==> run_1/layer_met1.png <==
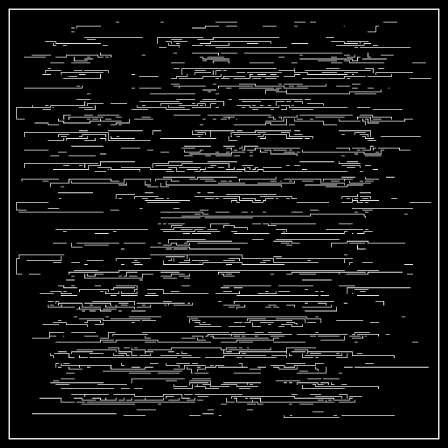
==> run_1/layer_met2.png <==
Bar = 20 µm.
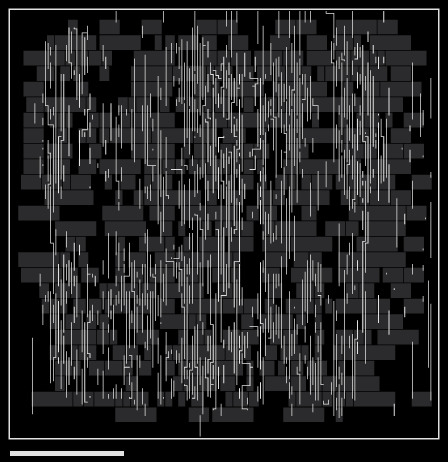
==> run_1/layer_met3.png <==
Bar = 20 µm.
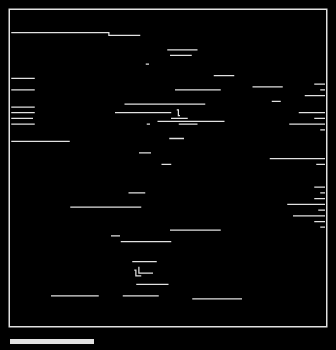
==> run_1/congestion.png <==
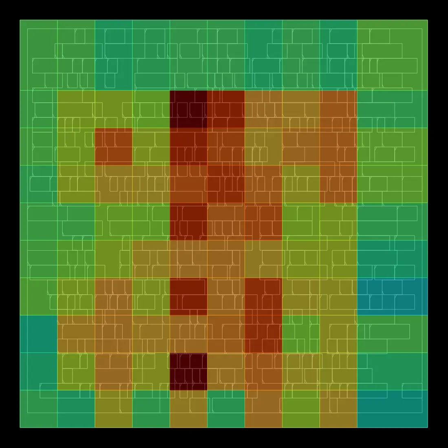
--- config.mk ---
export PLATFORM = sky130hd
export DESIGN_NAME = game_controller_n
export DESIGN_NICKNAME = d
export VERILOG_FILES = /design/src/rtl/game_controller_n.sv
export SDC_FILE = /design/constraint.sdc
export NUM_CORES = 1
export LEC_CHECK = 0
export CORE_UTILIZATION = 54
export DETAILED_ROUTE_END_ITERATION = 8
export PLACE_DENSITY = 0.79
export RECOVER_POWER = 25
export SETUP_SLACK_MARGIN = 0.05
export SLEW_MARGIN = 20
export SYNTH_ARGS = -nofsm -noshare
export SYNTH_HDL_FRONTEND = slang
export SYNTH_SLANG_ARGS = --single-unit
--- constraint.sdc ---
create_clock -name clk -period 2.86 [get_ports clk]
set_input_delay 0.858 -clock clk [delete_from_list [all_inputs] [get_ports clk]]
set_output_delay 0.858 -clock clk [all_outputs]
set_load 0.01 [all_outputs]
--- src/rtl/game_controller_n.sv ---
// game_controller_n: sequences login request, game start, timed play and
// stop/replay for NUM_BTN debounced buttons. bIn[0] doubles as the control
// button; every control decision is taken on its rising edge, never its level.
module game_controller_n #(
    parameter int NUM_BTN       = 3,
    parameter int GAME_CYCLES   = 1000,
    parameter int LOGIN_TIMEOUT = 500,
    parameter int TIME_W        = 16,
    parameter int RND_W         = 8
) (
    input  logic               clk,
    input  logic               rst,
    input  logic [NUM_BTN-1:0] bIn,
    input  logic               userLog,
    input  logic               stopIn,
    output logic               userLoad,
    output logic               startGame,
    output logic [NUM_BTN-1:0] bOut,
    output logic [NUM_BTN-1:0] bPulse,
    output logic               gameOver,
    output logic               timedOut,
    output logic [TIME_W-1:0]  timeLeft,
    output logic [RND_W-1:0]   roundCnt
);

    localparam logic [1:0] WAIT_USER  = 2'd0;
    localparam logic [1:0] WAIT_START = 2'd1;
    localparam logic [1:0] PLAY       = 2'd2;
    localparam logic [1:0] STOP       = 2'd3;

    localparam logic [TIME_W-1:0] GAME_T  = TIME_W'(GAME_CYCLES);
    localparam logic [TIME_W-1:0] LOGIN_T = TIME_W'(LOGIN_TIMEOUT);
    localparam logic [TIME_W-1:0] ONE_T   = TIME_W'(1);

    logic [1:0]         state_q, state_d;
    logic [NUM_BTN-1:0] bprev_q;
    logic [NUM_BTN-1:0] rise;
    logic               userload_q, userload_d;
    logic               startgame_q, startgame_d;
    logic [NUM_BTN-1:0] bout_q, bout_d;
    logic [NUM_BTN-1:0] bpulse_q, bpulse_d;
    logic               gameover_q, gameover_d;
    logic               timedout_q, timedout_d;
    logic [TIME_W-1:0]  timeleft_q, timeleft_d;
    logic [TIME_W-1:0]  logintmr_q, logintmr_d;
    logic [RND_W-1:0]   roundcnt_q, roundcnt_d;

    // Completed-game counter sticks at all ones instead of wrapping.
    function automatic logic [RND_W-1:0] sat_inc(input logic [RND_W-1:0] v);
        return (v == {RND_W{1'b1}}) ? v : v + RND_W'(1);
    endfunction

    // Next-state and output decode; pulses default low, levels default to hold.
    always_comb begin
        rise        = bIn & ~bprev_q;
        state_d     = state_q;
        userload_d  = 1'b0;
        startgame_d = startgame_q;
        bout_d      = '0;
        bpulse_d    = '0;
        gameover_d  = 1'b0;
        timedout_d  = timedout_q;
        timeleft_d  = timeleft_q;
        logintmr_d  = logintmr_q;
        roundcnt_d  = roundcnt_q;
        case (state_q)
            WAIT_USER: begin
                if (rise[0]) begin
                    userload_d = 1'b1;
                    logintmr_d = '0;
                    state_d    = WAIT_START;
                end
            end
            WAIT_START: begin
                if (userLog && rise[0]) begin
                    startgame_d = 1'b1;
                    timeleft_d  = GAME_T;
                    logintmr_d  = '0;
                    state_d     = PLAY;
                end else if (!userLog) begin
                    logintmr_d = logintmr_q + ONE_T;
                    if ((LOGIN_TIMEOUT != 0) && (logintmr_d == LOGIN_T)) begin
                        state_d = WAIT_USER;
                    end
                end else begin
                    logintmr_d = '0;
                end
            end
            PLAY: begin
                // An external stop wins over an expiring timer in the same cycle.
                if (stopIn) begin
                    state_d     = STOP;
                    timedout_d  = 1'b0;
                    startgame_d = 1'b0;
                    gameover_d  = 1'b1;
                    roundcnt_d  = sat_inc(roundcnt_q);
                end else if ((GAME_CYCLES != 0) && (timeleft_q == ONE_T)) begin
                    state_d     = STOP;
                    timeleft_d  = '0;
                    timedout_d  = 1'b1;
                    startgame_d = 1'b0;
                    gameover_d  = 1'b1;
                    roundcnt_d  = sat_inc(roundcnt_q);
                end else begin
                    bout_d   = bIn;
                    bpulse_d = rise;
                    if (GAME_CYCLES != 0) begin
                        timeleft_d = timeleft_q - ONE_T;
                    end
                end
            end
            STOP: begin
                // Replay goes straight back to WAIT_START; the login is kept.
                if (rise[0]) begin
                    timedout_d = 1'b0;
                    logintmr_d = '0;
                    state_d    = WAIT_START;
                end
            end
            default: begin
                state_d     = WAIT_USER;
                startgame_d = 1'b0;
                timedout_d  = 1'b0;
                timeleft_d  = '0;
                logintmr_d  = '0;
                roundcnt_d  = '0;
            end
        endcase
    end

    // State registers; button history keeps sampling through reset so a
    // button held across reset release is not mistaken for a fresh press.
    always_ff @(posedge clk) begin
        bprev_q <= bIn;
        if (!rst) begin
            state_q     <= WAIT_USER;
            userload_q  <= 1'b0;
            startgame_q <= 1'b0;
            bout_q      <= '0;
            bpulse_q    <= '0;
            gameover_q  <= 1'b0;
            timedout_q  <= 1'b0;
            timeleft_q  <= '0;
            logintmr_q  <= '0;
            roundcnt_q  <= '0;
        end else begin
            state_q     <= state_d;
            userload_q  <= userload_d;
            startgame_q <= startgame_d;
            bout_q      <= bout_d;
            bpulse_q    <= bpulse_d;
            gameover_q  <= gameover_d;
            timedout_q  <= timedout_d;
            timeleft_q  <= timeleft_d;
            logintmr_q  <= logintmr_d;
            roundcnt_q  <= roundcnt_d;
        end
    end

    assign userLoad  = userload_q;
    assign startGame = startgame_q;
    assign bOut      = bout_q;
    assign bPulse    = bpulse_q;
    assign gameOver  = gameover_q;
    assign timedOut  = timedout_q;
    assign timeLeft  = timeleft_q;
    assign roundCnt  = roundcnt_q;

endmodule

==> run summary, run 1 <==
flow finished, numbers: mean post-synth cell area=8.12 µm², maximum capacitance violations=0, non-filler cells, final=478, clock transition at the registers of the reported paths=0.10 ns, portion of the clock cycle consumed by the worst path in the final layout=96.9%, Horiz. Die Dim=75.1 µm, shortest period the worst path allows=2.77 ns, final-report hold violation count=0, number of global-route vias before repair=2,469, worst slack at placement=-0.255 ns, Flop area=1100 µm², Synth Area in XOR/XNOR=3.34%, maximum number of pins on one net before global-route repair=17, Via-to-Cell Ratio=5.97, share of the synthesized area in the top cell type=38.2%, sum of net half-perimeters after detailed placement=5030 µm, Final ANT Viol Nets=0, cell type contributing the most total cell area after synthesis=sky130_fd_sc_hd__dfxtp_1, Logic inverters=12, Adder Area Share=4.34%, post-synth cell types=52, total net switching power=1.09 mW, sequential share of power=37.7%, power drawn by the sequential cells=1.01 mW, Highest Signal Layer=met4, CTS tree=yes, post-layout worst setup margin=0.0891 ns, placed cells=470, total number of sequential cells=55, timing endpoint of the critical path=state_q[0]$_SDFFE_PN0P_, initial antenna violation count=0, share of flip-flops with an asynchronous set or reset after synthesis=0%, most popular library cell in the synthesized design by count=sky130_fd_sc_hd__dfxtp_1, run status=finished, final reports clean, sequence of cells on the critical path=clkdlybuf4s50_1 > nor2b_4 > o211ai_1 > a211o_1 > or4_4 > o311a_1 > a211oi_1, sequential element share of the synthesized area=38.2%, clock network power consumption=0.425 mW, depth of the worst register-to-register path=6, required time at the worst-slack endpoint=3.09 ns, hold-critical path endpoint=bPulse[1]$_SDFF_PP0_
Back to the opening pictures, layer_met1.png:
- main direction: horizontal
- longest straight run: 39.6 µm

Back to the opening pictures, layer_met2.png:
- share of all routed wire: 48%
- wire length on this layer: 3,300 µm
- main direction: vertical
vias after detailed routing: 2,856
Global Route met2 Usage: 41.5%
total wire length: 6930 µm

Back to the opening pictures, layer_met3.png:
- nets with wire on the layer: 47
- longest straight run: 23.0 µm
- wire length on this layer: 338 µm
- main direction: horizontal

Back to the opening pictures, congestion.png:
Routed WL per cell: 14.5 µm
grt peak-use layer: met2
GR Layer Usage met3: 5.22%
GR Util All Layers: 26.3%

--- run 2 (diff from run 1) ---
--- a/config.mk
+++ b/config.mk
@@ -10,7 +10,7 @@
 export PLACE_DENSITY = 0.79
 export RECOVER_POWER = 25
 export SETUP_SLACK_MARGIN = 0.05
-export SLEW_MARGIN = 20
+export SLEW_MARGIN = 10
 export SYNTH_ARGS = -nofsm -noshare
 export SYNTH_HDL_FRONTEND = slang
 export SYNTH_SLANG_ARGS = --single-unit
==> run_2/detail.png <==
Bar = 5 µm. Region (9, 46) to (29, 66) µm. Cells in gray, sequential cells in the stronger gray; small squares are vias.
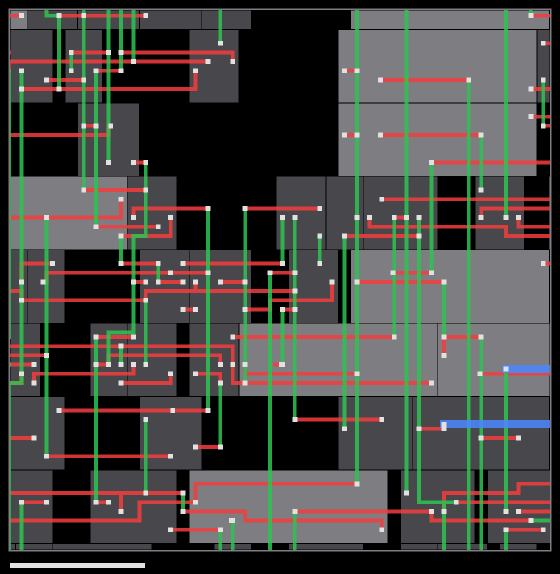
- metal 3: blue
- metal 1: red
- metal 2: green
- netlist names of flops here include: roundCnt (3), timeLeft (3)
- most frequent: dfxtp_1 (7), nand3_1 (4)
- sequential cells in the window: 7
- cells with their middle in the window: 30

==> run_2/layer_met1.png <==
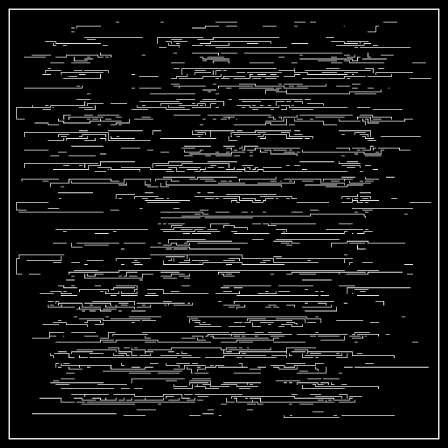
- share of all routed wire: 46%
- main direction: horizontal
- longest straight run: 39.6 µm
global routing usage on met1: 36.0%

==> run_2/congestion.png <==
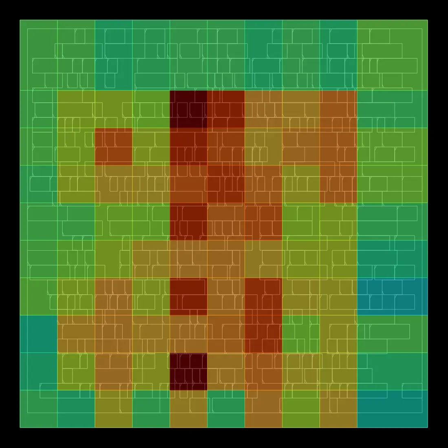
post-route core utilization: 68.9%

==> run 2 against run 1 <==
Net effect:
- hold slack stayed put
- cell area stayed put
- count of clock-buffer cells in the layout stayed put
- fmax stayed put
- setup slack stayed put
- die size stayed put
- final cell count stayed put
- first-iteration DRC count stayed put
- clock skew stayed put
- routed wire length stayed put
- total power stayed put
- sequential cell count stayed put
- largest power group unchanged
==> run summary, run 2 <==
flow finished, numbers: initial antenna violation count=0 (unchanged), shortest period the worst path allows=2.77 ns (unchanged), grt peak-use layer=met2, required time at the worst-slack endpoint=3.09 ns (about the same), sequence of cells on the critical path=clkdlybuf4s50_1 > nor2b_4 > o211ai_1 > a211o_1 > or4_4 > o311a_1 > a211oi_1, total wire length=6930 µm (unchanged), non-filler cells, final=478 (unchanged), CTS tree=yes, maximum number of pins on one net before global-route repair=17 (unchanged), GR Layer Usage met3=5.22% (unchanged), hold-critical path endpoint=bPulse[1]$_SDFF_PP0_, total number of sequential cells=55 (unchanged), total net switching power=1.09 mW (unchanged), run status=finished, final reports clean, power drawn by the sequential cells=1.01 mW (about the same), timing endpoint of the critical path=state_q[0]$_SDFFE_PN0P_, number of global-route vias before repair=2,469 (unchanged), worst slack at placement=-0.255 ns (unchanged), mean post-synth cell area=8.12 µm² (unchanged), sum of net half-perimeters after detailed placement=5030 µm (unchanged), placed cells=470 (unchanged), Global Route met2 Usage=41.5% (unchanged), Highest Signal Layer=met4, Via-to-Cell Ratio=5.97 (unchanged), vias after detailed routing=2,856 (unchanged), sequential share of power=37.7% (about the same), GR Util All Layers=26.3% (unchanged), Horiz. Die Dim=75.1 µm (unchanged), maximum capacitance violations=0 (unchanged), share of the synthesized area in the top cell type=38.2% (unchanged)
--- run 3 (diff from run 2) ---
--- a/config.mk
+++ b/config.mk
@@ -5,6 +5,7 @@
 export SDC_FILE = /design/constraint.sdc
 export NUM_CORES = 1
 export LEC_CHECK = 0
+export CAP_MARGIN = 20
 export CORE_UTILIZATION = 54
 export DETAILED_ROUTE_END_ITERATION = 8
 export PLACE_DENSITY = 0.79
==> run_3/congestion.png <==
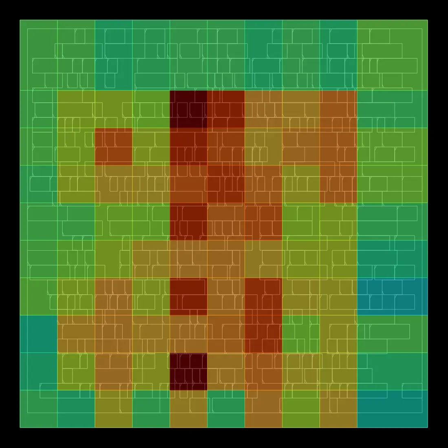

==> run_3/detail.png <==
Bar = 5 µm. Region (9, 46) to (29, 66) µm. Cells in gray, sequential cells in the stronger gray; small squares are vias.
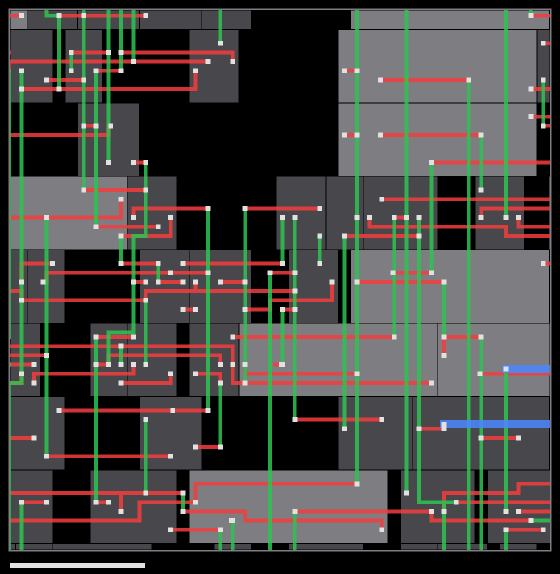
- metal 3: blue
- metal 1: red
- metal 2: green
- cells with their middle in the window: 30
- most frequent: dfxtp_1 (7), nand3_1 (4)
- sequential cells in the window: 7
- netlist names of flops here include: roundCnt (3), timeLeft (3)

==> run 3 against run 2 <==
Net effect:
- global-route usage unchanged
- setup slack unchanged
- non-clock buffer count unchanged
- sequential power about the same
- core utilization unchanged
- synthesized cell count unchanged
- clock skew unchanged
- count of clock-buffer cells in the layout unchanged
- first-iteration DRC count unchanged
- largest cell class unchanged
- via count unchanged
- final cell count unchanged
- area after synthesis unchanged
==> run summary, run 3 <==
flow finished, numbers: Global Route met2 Usage=41.5% (unchanged), run status=finished, final reports clean, worst slack at placement=-0.255 ns (unchanged), sequence of cells on the critical path=clkdlybuf4s50_1 > nor2b_4 > o211ai_1 > a211o_1 > or4_4 > o311a_1 > a211oi_1, post-route core utilization=68.9% (unchanged), non-filler cells, final=478 (unchanged), maximum number of pins on one net before global-route repair=17 (unchanged), total net switching power=1.09 mW (unchanged), vias after detailed routing=2,856 (unchanged), total number of sequential cells=55 (unchanged), number of global-route vias before repair=2,469 (unchanged), sum of net half-perimeters after detailed placement=5030 µm (unchanged), GR Layer Usage met3=5.22% (unchanged), global routing usage on met1=36.0% (unchanged), total wire length=6930 µm (unchanged), required time at the worst-slack endpoint=3.09 ns (about the same), shortest period the worst path allows=2.77 ns (unchanged), hold-critical path endpoint=bPulse[1]$_SDFF_PP0_, initial antenna violation count=0 (unchanged), Horiz. Die Dim=75.1 µm (unchanged), GR Util All Layers=26.3% (unchanged)
==> run_3/layer_met3.png <==
Bar = 20 µm.
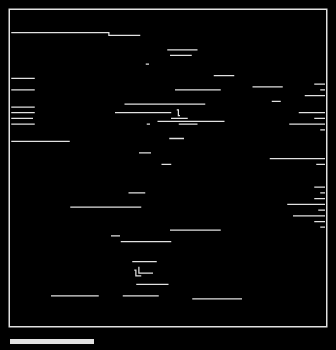
- share of all routed wire: 4.9%
- nets with wire on the layer: 47

Power is estimated from default activity; no workload was simulated.
